## src/rtl/sevenseg_pkg.sv

```systemverilog
// Shared definitions for the multi-digit seven-segment scanner.
//   bcd_t         : one BCD digit (0..9 valid; 10..15 never produced)
//   SEG_0..SEG_9  : active-high a..g codes, bit 0 = a ... bit 6 = g
//   SEG_BLANK     : all segments off
//   scan_width()  : width of a scan index for n digits (at least 1 bit)
package sevenseg_pkg;

  typedef logic [3:0] bcd_t;

  localparam logic [6:0] SEG_0     = 7'h3F;
  localparam logic [6:0] SEG_1     = 7'h06;
  localparam logic [6:0] SEG_2     = 7'h5B;
  localparam logic [6:0] SEG_3     = 7'h4F;
  localparam logic [6:0] SEG_4     = 7'h66;
  localparam logic [6:0] SEG_5     = 7'h6D;
  localparam logic [6:0] SEG_6     = 7'h7D;
  localparam logic [6:0] SEG_7     = 7'h07;
  localparam logic [6:0] SEG_8     = 7'h7F;
  localparam logic [6:0] SEG_9     = 7'h6F;
  localparam logic [6:0] SEG_BLANK = 7'h00;

  // A single-digit display still needs a 1-bit index so the scan register exists.
  function automatic int scan_width(input int n);
    return (n <= 1) ? 1 : $clog2(n);
  endfunction

endpackage

```

## src/rtl/sevenseg_bcd_scan_if.sv

```systemverilog
// Control and display bus of the seven-segment scanner.
//   en, clr, up : counter controls (driven by the controlling logic)
//   seg, dp     : shared segment bus a..g and decimal point
//   dig         : per-digit enables, one-hot when active
//   value       : current BCD count, digit i at [4i+3:4i]
//   tick, wrap  : one-cycle pulses on counter update / wrap-around
// modport master : the display driver (sevenseg_bcd_scan)
// modport slave  : the controlling logic / display consumer
interface sevenseg_bcd_scan_if #(
  parameter int NUM_DIGITS = 4
);

  logic                    en;
  logic                    clr;
  logic                    up;
  logic [6:0]              seg;
  logic                    dp;
  logic [NUM_DIGITS-1:0]   dig;
  logic [4*NUM_DIGITS-1:0] value;
  logic                    tick;
  logic                    wrap;

  modport master (
    input  en, clr, up,
    output seg, dp, dig, value, tick, wrap
  );

  modport slave (
    output en, clr, up,
    input  seg, dp, dig, value, tick, wrap
  );

endinterface

```

## src/rtl/sevenseg_decode.sv

```systemverilog
// Combinational BCD to seven-segment decoder.
//   digit : BCD input
//   seg   : active-high segments a..g (bit 0 = a); codes 10..15 give blank
module sevenseg_decode
  import sevenseg_pkg::*;
(
  input  bcd_t       digit,
  output logic [6:0] seg
);

  // Plain table lookup; anything outside 0..9 is shown dark.
  always_comb begin
    seg = SEG_BLANK;
    case (digit)
      4'd0:    seg = SEG_0;
      4'd1:    seg = SEG_1;
      4'd2:    seg = SEG_2;
      4'd3:    seg = SEG_3;
      4'd4:    seg = SEG_4;
      4'd5:    seg = SEG_5;
      4'd6:    seg = SEG_6;
      4'd7:    seg = SEG_7;
      4'd8:    seg = SEG_8;
      4'd9:    seg = SEG_9;
      default: seg = SEG_BLANK;
    endcase
  end

endmodule

```

## src/rtl/sevenseg_bcd_scan.sv

```systemverilog
// Multi-digit seven-segment driver for the Vaman board: an N-digit BCD
// up/down counter advanced by a tick prescaler, and a time-multiplexed
// scanner driving a shared a..g/dp bus with per-digit enables.
//   clk  : board system clock (Sys_Clk0), rising edge
//   rst  : synchronous active-high reset, display dark
//   bus  : sevenseg_bcd_scan_if master (en/clr/up in; seg/dp/dig/value/tick/wrap out)
// Parameters: NUM_DIGITS (1..8), TICK_DIV (>=2), REFRESH_DIV (>=2),
//   SEG_ACTIVE_LOW, DIG_ACTIVE_LOW, LZ_BLANK.
module sevenseg_bcd_scan
  import sevenseg_pkg::*;
#(
  parameter int NUM_DIGITS     = 4,
  parameter int TICK_DIV       = 20000000,
  parameter int REFRESH_DIV    = 20000,
  parameter int SEG_ACTIVE_LOW = 0,
  parameter int DIG_ACTIVE_LOW = 1,
  parameter int LZ_BLANK       = 1
) (
  input logic               clk,
  input logic               rst,
  sevenseg_bcd_scan_if.master bus
);

  localparam int SW = scan_width(NUM_DIGITS);
  localparam int PW = $clog2(TICK_DIV);
  localparam int RW = $clog2(REFRESH_DIV);

  localparam logic [PW-1:0] PRESC_LAST   = PW'(TICK_DIV - 1);
  localparam logic [RW-1:0] REFRESH_LAST = RW'(REFRESH_DIV - 1);
  localparam logic [SW-1:0] SCAN_LAST    = SW'(NUM_DIGITS - 1);

  // XOR masks turning active-high "lit/selected" into pin levels; the
  // masks themselves are the dark (inactive) levels.
  localparam logic [6:0]            SEG_INV = (SEG_ACTIVE_LOW != 0) ? 7'h7F : 7'h00;
  localparam logic                  DP_INV  = (SEG_ACTIVE_LOW != 0);
  localparam logic [NUM_DIGITS-1:0] DIG_INV = (DIG_ACTIVE_LOW != 0) ?
                                              {NUM_DIGITS{1'b1}} : {NUM_DIGITS{1'b0}};

  logic [PW-1:0]             presc;
  bcd_t [NUM_DIGITS-1:0]     value_q;
  bcd_t [NUM_DIGITS-1:0]     inc_val;
  bcd_t [NUM_DIGITS-1:0]     dec_val;
  logic                      inc_wrap;
  logic                      dec_wrap;
  logic                      tick_q;
  logic                      wrap_q;

  logic [RW-1:0]             refresh_cnt;
  logic [SW-1:0]             scan_idx;

  logic [NUM_DIGITS-1:0]     blank_mask;
  logic [NUM_DIGITS-1:0]     dig_sel;
  bcd_t                      cur_digit;
  logic                      cur_blank;
  logic [6:0]                dec_seg;

  logic [6:0]                seg_q;
  logic                      dp_q;
  logic [NUM_DIGITS-1:0]     dig_q;

  // Ripple carry/borrow through the digit chain. A carry (borrow) that
  // survives past the top digit means every digit was 9 (0): that is the wrap.
  always_comb begin
    inc_val  = value_q;
    dec_val  = value_q;
    inc_wrap = 1'b1;
    dec_wrap = 1'b1;
    for (int i = 0; i < NUM_DIGITS; i++) begin
      if (inc_wrap) begin
        if (value_q[i] == 4'd9) begin
          inc_val[i] = 4'd0;
        end else begin
          inc_val[i] = value_q[i] + 4'd1;
          inc_wrap   = 1'b0;
        end
      end
      if (dec_wrap) begin
        if (value_q[i] == 4'd0) begin
          dec_val[i] = 4'd9;
        end else begin
          dec_val[i] = value_q[i] - 4'd1;
          dec_wrap   = 1'b0;
        end
      end
    end
  end

  // Prescaler and counter. clr beats a coincident tick; en only freezes the
  // prescaler so the tick phase resumes where it stopped.
  always_ff @(posedge clk) begin
    if (rst || bus.clr) begin
      presc   <= '0;
      value_q <= '0;
      tick_q  <= 1'b0;
      wrap_q  <= 1'b0;
    end else begin
      tick_q <= 1'b0;
      wrap_q <= 1'b0;
      if (bus.en) begin
        if (presc == PRESC_LAST) begin
          presc   <= '0;
          tick_q  <= 1'b1;
          value_q <= bus.up ? inc_val : dec_val;
          wrap_q  <= bus.up ? inc_wrap : dec_wrap;
        end else begin
          presc <= presc + 1'b1;
        end
      end
    end
  end

  // Free-running refresh divider stepping the scan index; ignores en and clr.
  always_ff @(posedge clk) begin
    if (rst) begin
      refresh_cnt <= '0;
      scan_idx    <= '0;
    end else if (refresh_cnt == REFRESH_LAST) begin
      refresh_cnt <= '0;
      scan_idx    <= (scan_idx == SCAN_LAST) ? '0 : scan_idx + 1'b1;
    end else begin
      refresh_cnt <= refresh_cnt + 1'b1;
    end
  end

  // Leading-zero mask: digit i>0 is blank when it and all digits above are 0.
  // The scan mux then picks the selected digit, its blank flag and its enable.
  always_comb begin
    logic zero_above;
    zero_above = 1'b1;
    blank_mask = '0;
    for (int i = NUM_DIGITS - 1; i >= 1; i--) begin
      zero_above    = zero_above && (value_q[i] == 4'd0);
      blank_mask[i] = (LZ_BLANK != 0) && zero_above;
    end
    cur_digit = value_q[0];
    cur_blank = 1'b0;
    dig_sel   = '0;
    for (int i = 0; i < NUM_DIGITS; i++) begin
      if (scan_idx == SW'(i)) begin
        cur_digit  = value_q[i];
        cur_blank  = blank_mask[i];
        dig_sel[i] = 1'b1;
      end
    end
  end

  sevenseg_decode u_decode (
    .digit (cur_digit),
    .seg   (dec_seg)
  );

  // Registered display bus; polarity applied last, after decode and blanking.
  always_ff @(posedge clk) begin
    if (rst) begin
      seg_q <= SEG_INV;
      dp_q  <= DP_INV;
      dig_q <= DIG_INV;
    end else begin
      seg_q <= (cur_blank ? SEG_BLANK : dec_seg) ^ SEG_INV;
      dp_q  <= (scan_idx == '0) ^ DP_INV;
      dig_q <= dig_sel ^ DIG_INV;
    end
  end

  assign bus.seg   = seg_q;
  assign bus.dp    = dp_q;
  assign bus.dig   = dig_q;
  assign bus.value = value_q;
  assign bus.tick  = tick_q;
  assign bus.wrap  = wrap_q;

endmodule
```

## src/flat_wrapper.sv

```systemverilog
// flat-port wrapper written by rule: the top's interface ports become plain ports
module sevenseg_bcd_scan_flat import sevenseg_pkg::*;
#(
  parameter int NUM_DIGITS     = 4,
  parameter int TICK_DIV       = 20000000,
  parameter int REFRESH_DIV    = 20000,
  parameter int SEG_ACTIVE_LOW = 0,
  parameter int DIG_ACTIVE_LOW = 1,
  parameter int LZ_BLANK       = 1
)
  (clk, rst, bus_en, bus_clr, bus_up, bus_seg, bus_dp, bus_dig, bus_value, bus_tick, bus_wrap);
  sevenseg_bcd_scan_if #(.NUM_DIGITS(NUM_DIGITS)) bus_i ();
  input logic clk;
  input logic rst;
  input wire logic [$bits(bus_i.en)-1:0] bus_en;
  input wire logic [$bits(bus_i.clr)-1:0] bus_clr;
  input wire logic [$bits(bus_i.up)-1:0] bus_up;
  output wire logic [$bits(bus_i.seg)-1:0] bus_seg;
  output wire logic [$bits(bus_i.dp)-1:0] bus_dp;
  output wire logic [$bits(bus_i.dig)-1:0] bus_dig;
  output wire logic [$bits(bus_i.value)-1:0] bus_value;
  output wire logic [$bits(bus_i.tick)-1:0] bus_tick;
  output wire logic [$bits(bus_i.wrap)-1:0] bus_wrap;
  assign bus_i.en = bus_en;
  assign bus_i.clr = bus_clr;
  assign bus_i.up = bus_up;
  assign bus_seg = bus_i.seg;
  assign bus_dp = bus_i.dp;
  assign bus_dig = bus_i.dig;
  assign bus_value = bus_i.value;
  assign bus_tick = bus_i.tick;
  assign bus_wrap = bus_i.wrap;
  sevenseg_bcd_scan #(.NUM_DIGITS(NUM_DIGITS), .TICK_DIV(TICK_DIV), .REFRESH_DIV(REFRESH_DIV), .SEG_ACTIVE_LOW(SEG_ACTIVE_LOW), .DIG_ACTIVE_LOW(DIG_ACTIVE_LOW), .LZ_BLANK(LZ_BLANK)) u_core (.clk(clk), .rst(rst), .bus(bus_i));
endmodule
```

## config.mk

```make
export PLATFORM = sky130hd
export DESIGN_NAME = sevenseg_bcd_scan_flat
export DESIGN_NICKNAME = d
export VERILOG_FILES = /design/src/rtl/sevenseg_pkg.sv /design/src/rtl/sevenseg_bcd_scan_if.sv /design/src/rtl/sevenseg_decode.sv /design/src/rtl/sevenseg_bcd_scan.sv /design/src/flat_wrapper.sv
export SDC_FILE = /design/constraint.sdc
export NUM_CORES = 1
export LEC_CHECK = 0
export ABC_AREA = 1
export CAP_MARGIN = 30
export CORE_MARGIN = 3
export CORE_UTILIZATION = 58
export CTS_BUF_LIST = sky130_fd_sc_hd__clkbuf_2
export DETAILED_ROUTE_END_ITERATION = 8
export PLACE_DENSITY_LB_ADDON = 0.2
export SYNTH_ARGS = -nofsm -noshare
export SYNTH_HDL_FRONTEND = slang
export SYNTH_SLANG_ARGS = --single-unit
```

## constraint.sdc

```tcl
create_clock -name clk -period 5.8 [get_ports clk]
set_input_delay 0.87 -clock clk [delete_from_list [all_inputs] [get_ports clk]]
set_output_delay 0.87 -clock clk [all_outputs]
set_load 0.1 [all_outputs]
```

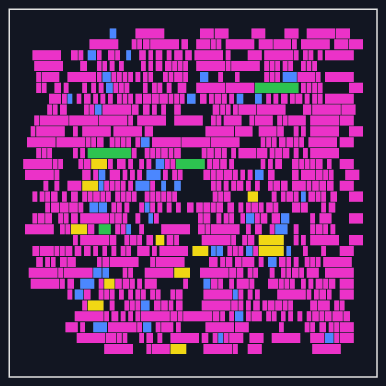
*Drive-strength map*
(4 px per micron)
colour	size	cells	share	most used
blue	drive 2	47	6.7%	inv_2
magenta	drive 1 or less	640	91%	nand2_1
green	drive 6 and up	4	0.57%	bufinv_16
yellow	drive 3 to 4	12	1.7%	nor2_4

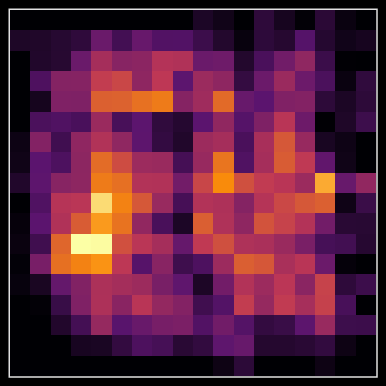
*Signal metal coverage by tile*
(4 px per micron) 18 x 18 tiles, from black (low) to pale yellow (high), scaled to the fullest tile. Values are wire area over tile area, all layers added.
tiles over half the peak	14%
emptiest ninth of the die	north-east
mean over tiles	0.19
fullest tile	0.67

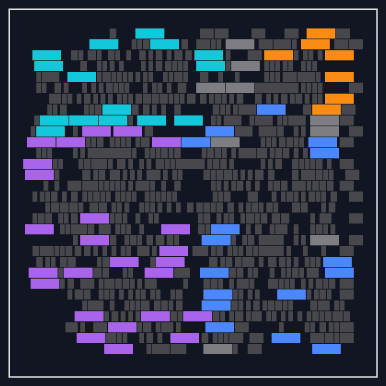
*Sequential cells coloured by netlist name*
(4 px per micron) Other sequential cells in the stronger grey, the rest of the logic in the fainter grey.
colour	signal	flops
purple	u_core.presc	25
blue	u_core.bus.value	16
cyan	u_core.refresh_cnt	15
orange	u_core.bus.seg	7

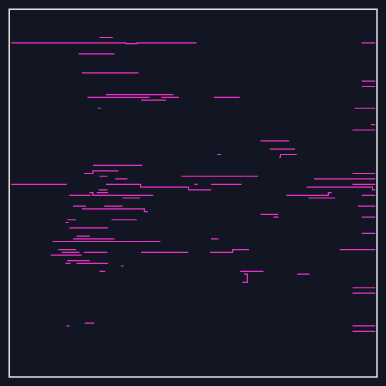
*Metal 3*
(4 px per micron)
longest straight run	28.5 microns
main direction	horizontal
nets with wire on the layer	61
share of all routed wire	5.7%
wire length on this layer	546 microns

==> results.cfg <==
; synthesis and place-and-route metrics
[run_status]
status = finished, final reports clean

[critical_path]
worstPathCellList = clkdlybuf4s50_1
crit_end = bus_value[15]
arrival_ps = 2210

[job]
tool_warnings = 33
maxCapViolations = 0

[yosys]
syn-mean-instance-area_sq_um = 6.39

[global_route]
grt_usage_pct = 23.9
grt_pass1_wl_microns = 16600
overflow = 0
antenna_found_initial = 0

[worst_hold_path]
hold_start = u_core.refresh_cnt[0]

[final_timing]
rsz0062_at_grt = false
fmax_mhz = 324
slew_headroom_pct = 34.2
fin_crit_ps = 3080

[layout]
drive_above_1_share_pct = 8.96
clk_share_pct = 2.91

[clock_network]
cts_resized = 0
clk_latency_ps = 520
post_cts_hold_buffer_count = 0

[power_and_ir_drop]
p_clk_uw = 331
logic make-up (layout without fill, tap and decap cells):
family / Yosys count / count (layout) / share of synthesized area, %
buffers and inverters: 92 / 131 / 8.96
adder cells (fa/ha/maj): 11 / 11 / 3.24
XOR/XNOR: 10 / 10 / 2.06
AND-OR/OR-AND: 66 / 66 / 8.34
flip-flops: 72 / 72 / 34.0
AND/OR/NAND/NOR: 413 / 413 / 43.4
stage by stage:
step | power [uW] | cells | cell area [sq um] | hold slack (ps)
2_1_floorplan | 560 | 664 | 4240 | 418
3_5_place_dp | 573 | 783 | 4630 | 445
4_1_cts | 898 | 799 | 4770 | 474
6_report | 894 | 799 | 4770 | 471
5_1_grt | 925 | 799 | 4770 | 503
3_3_place_gp | 572 | 783 | 4630 | 431
Power figures rest on the tool's default switching activity, not on a simulated workload.
